**src/rtl/conv_rd_sched_if.sv**
```systemverilog
// conv_rd_sched_if: command, address-stream, data-monitor and status bundle for conv_rd_sched
//   slave  : sequencer side (takes cmd_*, drives info/m_addr*/busy/done/err, watches s_data_*)
//   master : controller/mux side (the reverse directions)
interface conv_rd_sched_if #(
  parameter int AW  = 13,
  parameter int LW  = 13,
  parameter int IFW = 5
);
  logic [AW-1:0]  cmd_base;
  logic [LW-1:0]  cmd_len;
  logic           cmd_ram_sel;
  logic           cmd_mem_sel;
  logic [2:0]     cmd_channel;
  logic           cmd_valid;
  logic           cmd_ready;
  logic [IFW-1:0] info;
  logic [AW-1:0]  m_addr;
  logic           m_addr_first;
  logic           m_addr_last;
  logic           m_addr_valid;
  logic           m_addr_ready;
  logic           s_data_valid;
  logic           s_data_ready;
  logic           s_data_last;
  logic           busy;
  logic           done;
  logic           err;
  modport slave (
    input  cmd_base, cmd_len, cmd_ram_sel, cmd_mem_sel, cmd_channel, cmd_valid,
    input  m_addr_ready, s_data_valid, s_data_ready, s_data_last,
    output cmd_ready, info, m_addr, m_addr_first, m_addr_last, m_addr_valid,
    output busy, done, err
  );
  modport master (
    output cmd_base, cmd_len, cmd_ram_sel, cmd_mem_sel, cmd_channel, cmd_valid,
    output m_addr_ready, s_data_valid, s_data_ready, s_data_last,
    input  cmd_ready, info, m_addr, m_addr_first, m_addr_last, m_addr_valid,
    input  busy, done, err
  );
endinterface

```
**src/rtl/conv_rd_sched.sv**
```systemverilog
// conv_rd_sched: one-command-at-a-time read address sequencer that retires on the final consumed data beat
//   clk, rst_n : rising-edge clock, asynchronous active-low reset
//   bus        : conv_rd_sched_if.slave (cmd in, info + address stream out, data monitor in, busy/done/err out)
module conv_rd_sched #(
  parameter int AW  = 13,
  parameter int LW  = 13,
  parameter int IFW = 5
) (
  input  logic           clk,
  input  logic           rst_n,
  conv_rd_sched_if.slave bus
);
  typedef enum logic [1:0] {IDLE, ADDR, DRAIN} state_t;
  state_t         r_state, w_next;
  logic [AW-1:0]  r_base;
  logic [LW-1:0]  r_len, r_addr_cnt, r_beat_cnt;
  logic [IFW-1:0] r_info;
  logic           r_last_seen, r_err, r_done;
  logic           w_accept, w_addr_hs, w_at_last, w_beat, w_last_beat, w_drain_exit;
  assign w_accept     = bus.cmd_valid && r_state == IDLE;
  assign w_addr_hs    = r_state == ADDR && bus.m_addr_ready;
  assign w_at_last    = r_addr_cnt == r_len;
  assign w_beat       = r_state != IDLE && bus.s_data_valid && bus.s_data_ready;
  assign w_last_beat  = w_beat && bus.s_data_last;
  // last may already have been consumed while addresses were still going out
  assign w_drain_exit = r_state == DRAIN && (w_last_beat || r_last_seen);
  assign bus.cmd_ready    = r_state == IDLE;
  assign bus.busy         = r_state != IDLE;
  assign bus.m_addr_valid = r_state == ADDR;
  assign bus.m_addr       = r_base + AW'(r_addr_cnt);
  assign bus.m_addr_first = r_state == ADDR && r_addr_cnt == '0;
  assign bus.m_addr_last  = r_state == ADDR && w_at_last;
  assign bus.info         = r_info;
  assign bus.done         = r_done;
  assign bus.err          = r_err;
  always_ff @(posedge clk or negedge rst_n)
    if (!rst_n) r_state <= IDLE;
    else        r_state <= w_next;
  always_comb begin
    w_next = r_state;
    case (r_state)
      IDLE:    w_next = w_accept ? ADDR : IDLE;
      ADDR:    w_next = (w_addr_hs && w_at_last) ? DRAIN : ADDR;
      DRAIN:   w_next = w_drain_exit ? IDLE : DRAIN;
      default: w_next = IDLE;
    endcase
  end
  always_ff @(posedge clk or negedge rst_n)
    if (!rst_n) begin
      r_base      <= '0;
      r_len       <= '0;
      r_info      <= '0;
      r_addr_cnt  <= '0;
      r_beat_cnt  <= '0;
      r_last_seen <= 1'b0;
      r_err       <= 1'b0;
      r_done      <= 1'b0;
    end else begin
      r_done <= w_drain_exit;
      if (w_accept) begin
        r_base      <= bus.cmd_base;
        r_len       <= bus.cmd_len;
        r_info      <= IFW'({bus.cmd_ram_sel, bus.cmd_mem_sel, bus.cmd_channel});
        r_addr_cnt  <= '0;
        r_beat_cnt  <= '0;
        r_last_seen <= 1'b0;
        r_err       <= 1'b0;
      end else begin
        if (w_addr_hs) r_addr_cnt <= r_addr_cnt + LW'(1);
        if (w_beat) r_beat_cnt <= r_beat_cnt + LW'(1);
        if (w_last_beat) r_last_seen <= 1'b1;
        // beat_cnt is pre-increment here, so a correct burst has it equal to len on last
        if (w_last_beat && r_beat_cnt != r_len) r_err <= 1'b1;
      end
    end
endmodule

```
**src/flat_wrapper.sv**
```systemverilog
// flat-port wrapper written by rule: the top's interface ports become plain ports
module conv_rd_sched_flat 
#(
  parameter int AW  = 13,
  parameter int LW  = 13,
  parameter int IFW = 5
)
  (clk, rst_n, bus_cmd_base, bus_cmd_len, bus_cmd_ram_sel, bus_cmd_mem_sel, bus_cmd_channel, bus_cmd_valid, bus_m_addr_ready, bus_s_data_valid, bus_s_data_ready, bus_s_data_last, bus_cmd_ready, bus_info, bus_m_addr, bus_m_addr_first, bus_m_addr_last, bus_m_addr_valid, bus_busy, bus_done, bus_err);
  conv_rd_sched_if #(.AW(AW), .LW(LW), .IFW(IFW)) bus_i ();
  input  logic clk;
  input  logic rst_n;
  input wire logic [$bits(bus_i.cmd_base)-1:0] bus_cmd_base;
  input wire logic [$bits(bus_i.cmd_len)-1:0] bus_cmd_len;
  input wire logic [$bits(bus_i.cmd_ram_sel)-1:0] bus_cmd_ram_sel;
  input wire logic [$bits(bus_i.cmd_mem_sel)-1:0] bus_cmd_mem_sel;
  input wire logic [$bits(bus_i.cmd_channel)-1:0] bus_cmd_channel;
  input wire logic [$bits(bus_i.cmd_valid)-1:0] bus_cmd_valid;
  input wire logic [$bits(bus_i.m_addr_ready)-1:0] bus_m_addr_ready;
  input wire logic [$bits(bus_i.s_data_valid)-1:0] bus_s_data_valid;
  input wire logic [$bits(bus_i.s_data_ready)-1:0] bus_s_data_ready;
  input wire logic [$bits(bus_i.s_data_last)-1:0] bus_s_data_last;
  output wire logic [$bits(bus_i.cmd_ready)-1:0] bus_cmd_ready;
  output wire logic [$bits(bus_i.info)-1:0] bus_info;
  output wire logic [$bits(bus_i.m_addr)-1:0] bus_m_addr;
  output wire logic [$bits(bus_i.m_addr_first)-1:0] bus_m_addr_first;
  output wire logic [$bits(bus_i.m_addr_last)-1:0] bus_m_addr_last;
  output wire logic [$bits(bus_i.m_addr_valid)-1:0] bus_m_addr_valid;
  output wire logic [$bits(bus_i.busy)-1:0] bus_busy;
  output wire logic [$bits(bus_i.done)-1:0] bus_done;
  output wire logic [$bits(bus_i.err)-1:0] bus_err;
  assign bus_i.cmd_base = bus_cmd_base;
  assign bus_i.cmd_len = bus_cmd_len;
  assign bus_i.cmd_ram_sel = bus_cmd_ram_sel;
  assign bus_i.cmd_mem_sel = bus_cmd_mem_sel;
  assign bus_i.cmd_channel = bus_cmd_channel;
  assign bus_i.cmd_valid = bus_cmd_valid;
  assign bus_i.m_addr_ready = bus_m_addr_ready;
  assign bus_i.s_data_valid = bus_s_data_valid;
  assign bus_i.s_data_ready = bus_s_data_ready;
  assign bus_i.s_data_last = bus_s_data_last;
  assign bus_cmd_ready = bus_i.cmd_ready;
  assign bus_info = bus_i.info;
  assign bus_m_addr = bus_i.m_addr;
  assign bus_m_addr_first = bus_i.m_addr_first;
  assign bus_m_addr_last = bus_i.m_addr_last;
  assign bus_m_addr_valid = bus_i.m_addr_valid;
  assign bus_busy = bus_i.busy;
  assign bus_done = bus_i.done;
  assign bus_err = bus_i.err;
  conv_rd_sched #(.AW(AW), .LW(LW), .IFW(IFW)) u_core (.clk(clk), .rst_n(rst_n), .bus(bus_i));
endmodule
```
**config.mk**
```make
export PLATFORM = sky130hd
export DESIGN_NAME = conv_rd_sched_flat
export DESIGN_NICKNAME = d
export VERILOG_FILES = /design/src/rtl/conv_rd_sched_if.sv /design/src/rtl/conv_rd_sched.sv /design/src/flat_wrapper.sv
export SDC_FILE = /design/constraint.sdc
export NUM_CORES = 1
export LEC_CHECK = 0
export CAP_MARGIN = 40
export CORE_ASPECT_RATIO = 0.9
export CORE_MARGIN = 2
export CORE_UTILIZATION = 47
export DETAILED_ROUTE_END_ITERATION = 8
export HOLD_SLACK_MARGIN = 0.05
export PLACE_DENSITY = 0.72
export SYNTH_ARGS = -nofsm -noshare
export SYNTH_HDL_FRONTEND = slang
export SYNTH_SLANG_ARGS = --single-unit
```
**constraint.sdc**
```tcl
create_clock -name clk -period 4.3 [get_ports clk]
set_clock_uncertainty 0.15 [all_clocks]
set_input_delay 0.86 -clock clk [delete_from_list [all_inputs] [get_ports clk]]
set_output_delay 0.86 -clock clk [all_outputs]
set_load 0.05 [all_outputs]
```
Fig. 1: run 1, metal layers overlaid
Only two layers are drawn.
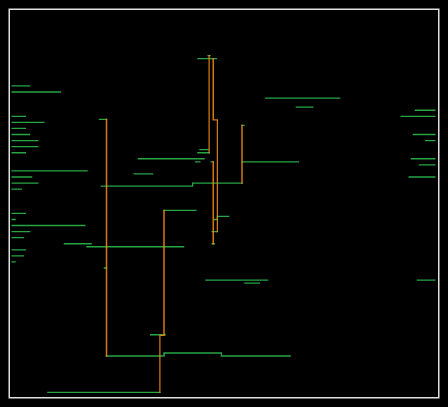
green -> met3  # wire length 369 um
orange -> met4  # wire length 188 um

Fig. 2: run 1, metal 4
Bar = 20 um.
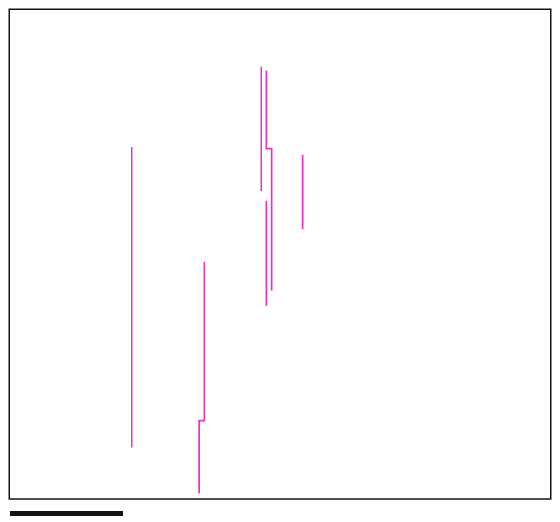
share of all routed wire = 2.3%
nets with wire on the layer = 5
main direction = vertical
longest straight run = 53.0 um
wire length on this layer = 188 um

Fig. 3: run 1, register map, names as in the netlist
Bar = 20 um.
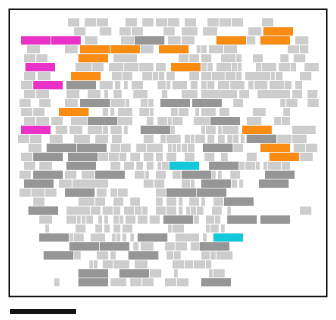
cyan -> `u_core.r_state`  # flops 2
magenta -> `u_core.bus.info`  # flops 5, where upper left
orange -> `u_core.r_base`  # flops 13
not colored = 42
sequential cell area share: 33.9%
power consumed by sequential cells: 1.00 mW

==> PnR_summary.wiki, run 1 <==
== Run summary ==
{| class="wikitable"
! Metric !! Value
|-
| Outcome || finished clean
|-
| Critical path buffers and inverters || 1
|-
| First-pass GRT wire length || 13,400 um
|-
| Instance area after placement || 0.00432 sq mm
|-
| Antenna-violating nets left || 0
|-
| Count of multi-input gates || 247
|-
| Switching fraction of total power || 45.3%
|-
| Commonest non-fill, non-tap cells in the layout || 62 x sky130_fd_sc_hd__dfrtp_1, 55 x sky130_fd_sc_hd__clkdlybuf4s50_1, 35 x sky130_fd_sc_hd__xnor2_1
|-
| Crit. End Element || output port
|-
| Combinational power || 1.99 mW
|-
| Top-level I/O count || 63
|-
| Portion of the post-synthesis area used by sequential elements || 43.4%
|-
| Met3 GRT Util || 5.57%
|-
| Ratio of final minimum period to clock period || 95.4%
|-
| Fraction of synthesized area in multiplexers || 10.9%
|-
| Number of cells produced by synthesis || 329
|-
| Area share of the leading cell type in the synthesized netlist || 43.4%
|-
| Post CTS Setup Buffer Count || 0
|-
| Highest metal used || met4
|-
| Cell type with the largest total area || sky130_fd_sc_hd__dfrtp_1
|-
| Combined area of the multi-input logic cells || 0.00195 sq mm
|-
| Level count of the clock H-tree || 3
|-
| Cell-internal power || 1.96 mW
|-
| Leftover overflow at the end of global routing || 0
|-
| Crit path DRT || 3.29 ns
|-
| Crit path DAT || 3.09 ns
|-
| CTS Buf Count || 9
|-
| Post-synthesis cell count from yosys || 329
|-
| Starting density of the core || 47.8%
|-
| Routed wl met3 || 368 um
|-
| Cell variety after synth || 54
|-
| Capture point of the worst reg-to-reg path || u_core.r_addr_cnt[12]
|-
| Critical path class || reg -> out
|-
| Signal buffers share of area || 15.0%
|-
| Worst setup path end || bus_m_addr[12]
|}
Fig. 4: run 1, selected gate families
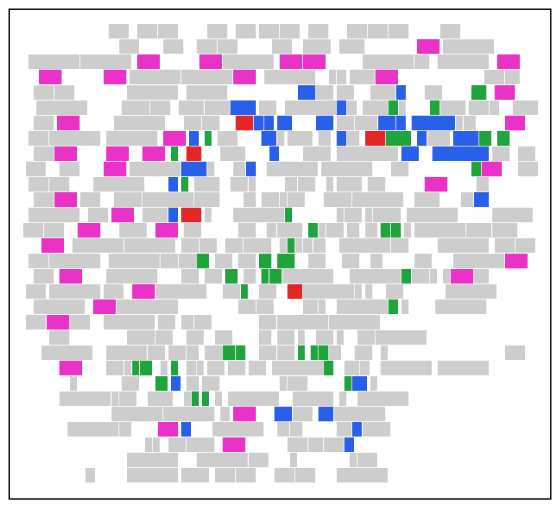

==> run 2: changes to the inputs <==
--- a/config.mk
+++ b/config.mk
@@ -5,6 +5,7 @@
 export SDC_FILE = /design/constraint.sdc
 export NUM_CORES = 1
 export LEC_CHECK = 0
+export ABC_AREA = 1
 export CAP_MARGIN = 40
 export CORE_ASPECT_RATIO = 0.9
 export CORE_MARGIN = 2
Fig. 5: run 2, selected gate families
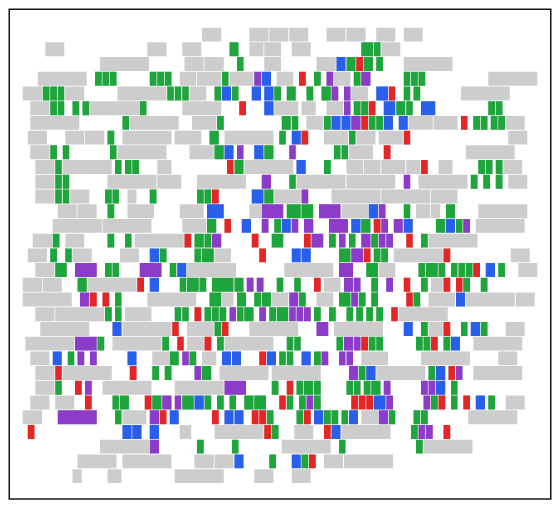
purple -> NOR gates  # cells 74
green -> NAND gates  # cells 236, where spread over the die
blue -> inverting AOI/OAI gates  # cells 59
red -> inverters  # cells 64

==> run 2 against run 1 <==
Against the previous run:
- synthesized cell count grew 65%
- flip-flop count unchanged
- clock-buffer cell count fell by 4
- worst hold slack improved by 0.12 ns
- cell count increased by 44%
- clock power is 24% lower
- highest routed layer unchanged
- critical endpoint is now bus_m_addr[8]
==> PnR_summary.wiki, run 2 <==
== Run summary ==
{| class="wikitable"
! Metric !! Value
|-
| Outcome || finished clean
|-
| Synth Area in Simple Gates || 35.3%
|-
| Instance area after placement || 0.00463 sq mm (+7.1%)
|-
| Crit path DAT || 2.91 ns (-0.18 ns)
|-
| Post CTS Setup Buffer Count || 0 (unchanged)
|-
| Power consumed by sequential cells || 1.03 mW (about the same)
|-
| Number of max-slew violations in the final report || 0
|-
| Number of clock buffer instances in the layout || 9
|-
| Hold WS || 0.331 ns
|-
| Commonest non-fill, non-tap cells in the layout || 191 x sky130_fd_sc_hd__nand2_1, 63 x sky130_fd_sc_hd__inv_1, 62 x sky130_fd_sc_hd__dfrtp_1
|-
| Worst setup path end || bus_m_addr[8]
|-
| Chip Area, Yosys || 0.00388 sq mm
|-
| Crit path DRT || 3.29 ns (about the same)
|-
| Critical path buffers and inverters || 1 (unchanged)
|-
| Maximum fanout encountered on the critical timing path || 7
|-
| Net Sw Power || 1.99 mW
|-
| Most frequent logic cell in the layout || sky130_fd_sc_hd__nand2_1
|-
| Starting density of the core || 48.4% (+0.52 points)
|-
| Sequential cell area share || 32.3% (-1.6 points)
|-
| Number of buffers inserted by port buffering || 62
|-
| Reg2reg start || u_core.r_state[0]
|-
| Cell-internal power || 1.79 mW (-8.9%)
|-
| Top-level I/O count || 63 (unchanged)
|-
| Area growth from synthesis to layout || 23.7%
|-
| Largest cell class by area || multi-input combinational cells
|-
| Combinational cell fraction of total power || 60.7%
|-
| Placeable Area || 0.00803 sq mm
|-
| Total number of yosys warnings || 0
|-
| Pin count of the biggest net entering global routing || 38
|-
| Wirelength, routed || 9950 um
|-
| Final setup violating endpoints || 0
|-
| Average footprint of a synthesized cell || 7.15 sq um
|-
| Antenna diode count || 0
|-
| Cell type with the largest total area || sky130_fd_sc_hd__dfrtp_1
|-
| Area share of the leading cell type in the synthesized netlist || 40.0% (-3.5 points)
|-
| Cell types with the highest counts after synthesis || 191 x sky130_fd_sc_hd__nand2_1, 63 x sky130_fd_sc_hd__inv_1, 62 x sky130_fd_sc_hd__dfrtp_1
|-
| Overall power of the completed layout || 3.78 mW
|-
| Number of cells produced by synthesis || 543 (+65%)
|-
| Number of flops mapped to enable cells by yosys || 0
|-
| Peak VDD IR || 0.410 mV
|-
| Post-synthesis cell count from yosys || 543 (+65%)
|-
| Post-layout nets || 666
|-
| Remaining max-slew budget at the tightest pin || 64.9%
|-
| Level count of the clock H-tree || 3 (unchanged)
|-
| TritonCTS clock tree || built
|-
| Clock group share of total power || 12.0%
|-
| Portion of the post-synthesis area used by sequential elements || 40.0% (-3.5 points)
|-
| Fraction of synthesized area in multiplexers || 0% (-11 points)
|-
| Post-synthesis share of cell area spent on and-or and or-and gates || 8.28%
|-
| Worst path top cell family by delay || buffers and inverters
|-
| Combinational power || 2.30 mW (+16%)
|-
| Antenna-violating nets left || 0 (unchanged)
|-
| Crit. End Element || output port
|-
| Highest metal used || met4
|-
| Power drawn by the clock network || 0.453 mW
|-
| Number of DRC violations after detailed-routing iteration 0 || 204
|-
| CTS Buf Count || 9 (unchanged)
|-
| Number of antenna violations at the first check in global routing || 0
|-
| Routed wl met3 || 478 um (+30%)
|-
| Capture point of the worst reg-to-reg path || u_core.r_len[0]
|-
| Levels on crit path || 7
|-
| Switching fraction of total power || 52.7% (+7.3 points)
|-
| Row count || 31
|-
| Ratio of final minimum period to clock period || 91.1% (-4.3 points)
|-
| Master of the slowest instance on the critical path || sky130_fd_sc_hd__clkdlybuf4s50_1
|-
| Register share of total power || 27.3%
|-
| Met3 GRT Util || 5.13% (-0.43 points)
|-
| Synthesized netlist net count || 597
|-
| Combined area of the multi-input logic cells || 0.00205 sq mm (+5.1%)
|-
| First-pass GRT wire length || 17,400 um (+30%)
|-
| Vias/cell || 5.16
|-
| Chip area || 0.00900 sq mm
|-
| Cell variety after synth || 32 (-41%)
|-
| Signal buffers share of area || 13.9% (-1.1 points)
|-
| Critical path class || reg -> out
|-
| Leftover overflow at the end of global routing || 0 (unchanged)
|-
| Count of multi-input gates || 408 (+65%)
|-
| Path depth of the worst reg2reg path || 6
|}
Fig. 6: run 2, track usage over the die
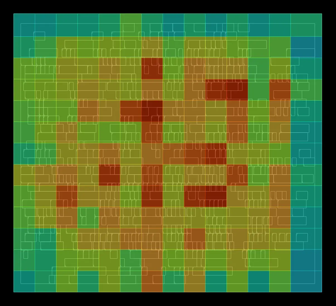
post-layout utilization of the core: 59.8%
met1 global-route usage: 35.6%
Wirelength per Cell: 13.9 um
met2 Usage GRT: 35.9%
total global-route track usage: 23.8%

Fig. 7: run 2, register map, names as in the netlist
Bar = 20 um.
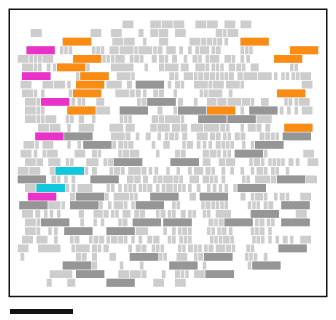

==> run 3: changes to the inputs <==
--- a/config.mk
+++ b/config.mk
@@ -8,7 +8,6 @@
 export ABC_AREA = 1
 export CAP_MARGIN = 40
 export CORE_ASPECT_RATIO = 0.9
-export CORE_MARGIN = 2
 export CORE_UTILIZATION = 47
 export DETAILED_ROUTE_END_ITERATION = 8
 export HOLD_SLACK_MARGIN = 0.05
Fig. 8: run 3, register map, names as in the netlist
Bar = 20 um.
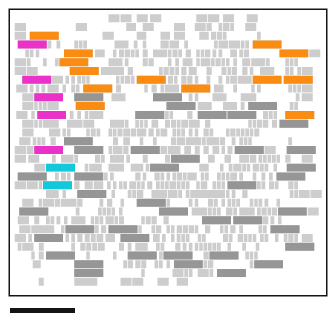
magenta -> `u_core.bus.info`  # flops 5
orange -> `u_core.r_base`  # flops 13
cyan -> `u_core.r_state`  # flops 2

==> run 3 against run 2 <==
Against the previous run:
- the run now ends with DRC left
- utilization is 0.078 points lower
- largest power group unchanged
- first-iteration DRC count up 33%
- combinational power barely moved
- critical path depth stayed put
- worst setup slack better by 0.024 ns
- flip-flop count did not move
- register-to-register slack got worse by 0.36 ns
==> PnR_summary.wiki, run 3 <==
== Run summary ==
{| class="wikitable"
! Metric !! Value
|-
| Number of DRC violations after detailed-routing iteration 0 || 272 (+33%)
|-
| Starting density of the core || 48.4% (unchanged)
|-
| Clock group share of total power || 13.0% (+1.0 points)
|-
| Master of the slowest instance on the critical path || sky130_fd_sc_hd__clkdlybuf4s50_1
|-
| Combinational power || 2.27 mW (about the same)
|-
| Area share of the leading cell type in the synthesized netlist || 40.0% (unchanged)
|-
| Worst setup path end || bus_m_addr[8]
|-
| Number of flops mapped to enable cells by yosys || 0 (unchanged)
|-
| Top-level I/O count || 63 (unchanged)
|-
| Level count of the clock H-tree || 3 (unchanged)
|-
| Outcome || finished with violations
|-
| Register share of total power || 27.0% (-0.3 points)
|-
| Antenna-violating nets left || 0 (unchanged)
|-
| Combined area of the multi-input logic cells || 0.00205 sq mm (unchanged)
|-
| Synthesized netlist net count || 597 (unchanged)
|-
| Final instance area || 0.00480 sq mm
|-
| Sequential cell area share || 32.3% (+0.042 points)
|-
| Crit path DAT || 2.88 ns (-0.03 ns)
|-
| Ratio of final minimum period to clock period || 90.5% (-0.56 points)
|-
| Total number of yosys warnings || 0 (unchanged)
|-
| Vias/cell || 5.22 (+1.1%)
|-
| Cell type with the largest total area || sky130_fd_sc_hd__dfrtp_1
|-
| Met2 Usage GRT || 38.4% (+2.5 points)
|-
| Power drawn by the clock network || 0.493 mW (+8.8%)
|-
| Cell types with the highest counts after synthesis || 191 x sky130_fd_sc_hd__nand2_1, 63 x sky130_fd_sc_hd__inv_1, 62 x sky130_fd_sc_hd__dfrtp_1
|-
| Area growth from synthesis to layout || 23.6%
|-
| Post-layout utilization of the core || 59.7% (-0.078 points)
|-
| CTS Buf Count || 9 (unchanged)
|-
| Post-layout nets || 664 (-0.30%)
|-
| Commonest non-fill, non-tap cells in the layout || 191 x sky130_fd_sc_hd__nand2_1, 63 x sky130_fd_sc_hd__inv_1, 62 x sky130_fd_sc_hd__dfrtp_1
|-
| Row count || 31 (unchanged)
|-
| Antenna diode count || 0 (unchanged)
|-
| Count of multi-input gates || 408 (unchanged)
|-
| Largest cell class by area || multi-input combinational cells
|-
| Cell-internal power || 1.84 mW (+2.9%)
|-
| Pin count of the biggest net entering global routing || 51 (+34%)
|-
| Net Sw Power || 1.95 mW (-2.0%)
|-
| Critical path buffers and inverters || 1 (unchanged)
|-
| Chip area || 0.00863 sq mm (-4.2%)
|-
| Number of antenna violations at the first check in global routing || 0 (unchanged)
|-
| TritonCTS clock tree || built
|-
| Number of max-slew violations in the final report || 0 (unchanged)
|-
| Share of cell area taken by multi-input logic gates || 42.7%
|-
| Cell variety after synth || 32 (unchanged)
|-
| Wirelength, routed || 9650 um (-3.1%)
|-
| Buffer type at the clock tree root || sky130_fd_sc_hd__clkbuf_8
|-
| Maximum fanout encountered on the critical timing path || 7 (unchanged)
|-
| Final setup violating endpoints || 0 (unchanged)
|-
| Number of cells produced by synthesis || 543 (unchanged)
|-
| Dominant combinational cell family by area after synthesis || simple AND/OR/NAND/NOR gates
|-
| Leftover overflow at the end of global routing || 0 (unchanged)
|-
| First-pass GRT wire length || 16,200 um (-7.0%)
|-
| Synth Area in Simple Gates || 35.3% (unchanged)
|-
| Peak VDD IR || 0.529 mV (+29%)
|-
| Post-synthesis cell count from yosys || 543 (unchanged)
|-
| Placeable Area || 0.00803 sq mm (unchanged)
|-
| Number of buffers inserted by port buffering || 62 (unchanged)
|-
| Signal buffers share of area || 13.6% (-0.29 points)
|-
| Reg2reg start || u_core.r_state[0]
|-
| Final number of hold-violating endpoints || 0
|-
| Remaining max-slew budget at the tightest pin || 47.6% (-17 points)
|-
| Power consumed by sequential cells || 1.03 mW (about the same)
|-
| Post-synthesis share of cell area spent on and-or and or-and gates || 8.28% (unchanged)
|-
| Crit path DRT || 3.29 ns (about the same)
|-
| Crit. End Element || output port
|-
| Met1 global-route usage || 33.8% (-1.8 points)
|-
| Most frequent logic cell in the layout || sky130_fd_sc_hd__nand2_1
|-
| Number of clock buffer instances in the layout || 12 (+3)
|-
| Capture point of the worst reg-to-reg path || u_core.r_len[4]
|-
| Hold WS || 0.330 ns (-0.00158 ns)
|-
| Post CTS Setup Buffer Count || 0 (unchanged)
|-
| Highest metal used || met4
|-
| Overall power of the completed layout || 3.79 mW (+0.34%)
|-
| DRC || 6
|-
| Switching fraction of total power || 51.4% (-1.2 points)
|-
| Worst path top cell family by delay || buffers and inverters
|-
| Routed wl met3 || 717 um (+50%)
|-
| Instance area after placement || 0.00461 sq mm (-0.32%)
|-
| Average footprint of a synthesized cell || 7.15 sq um (unchanged)
|-
| Combinational cell fraction of total power || 59.9% (-0.8 points)
|-
| Path depth of the worst reg2reg path || 5 (-1)
|-
| Hold buffers post-CTS || 0
|-
| Levels on crit path || 7 (unchanged)
|-
| Violated checks || DRC
|-
| Chip Area, Yosys || 0.00388 sq mm (unchanged)
|-
| Portion of the post-synthesis area used by sequential elements || 40.0% (unchanged)
|-
| Fraction of synthesized area in multiplexers || 0% (unchanged)
|}
Fig. 9: run 3, track usage over the die
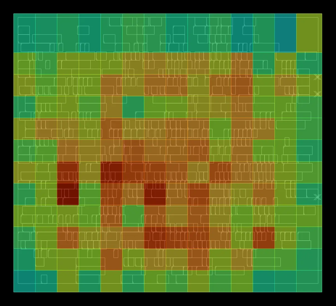
total global-route track usage: 24.0%
Wirelength per Cell: 13.5 um
met3 GRT Util: 5.21%

Power figures rest on the tool's default switching activity, not on a simulated workload.
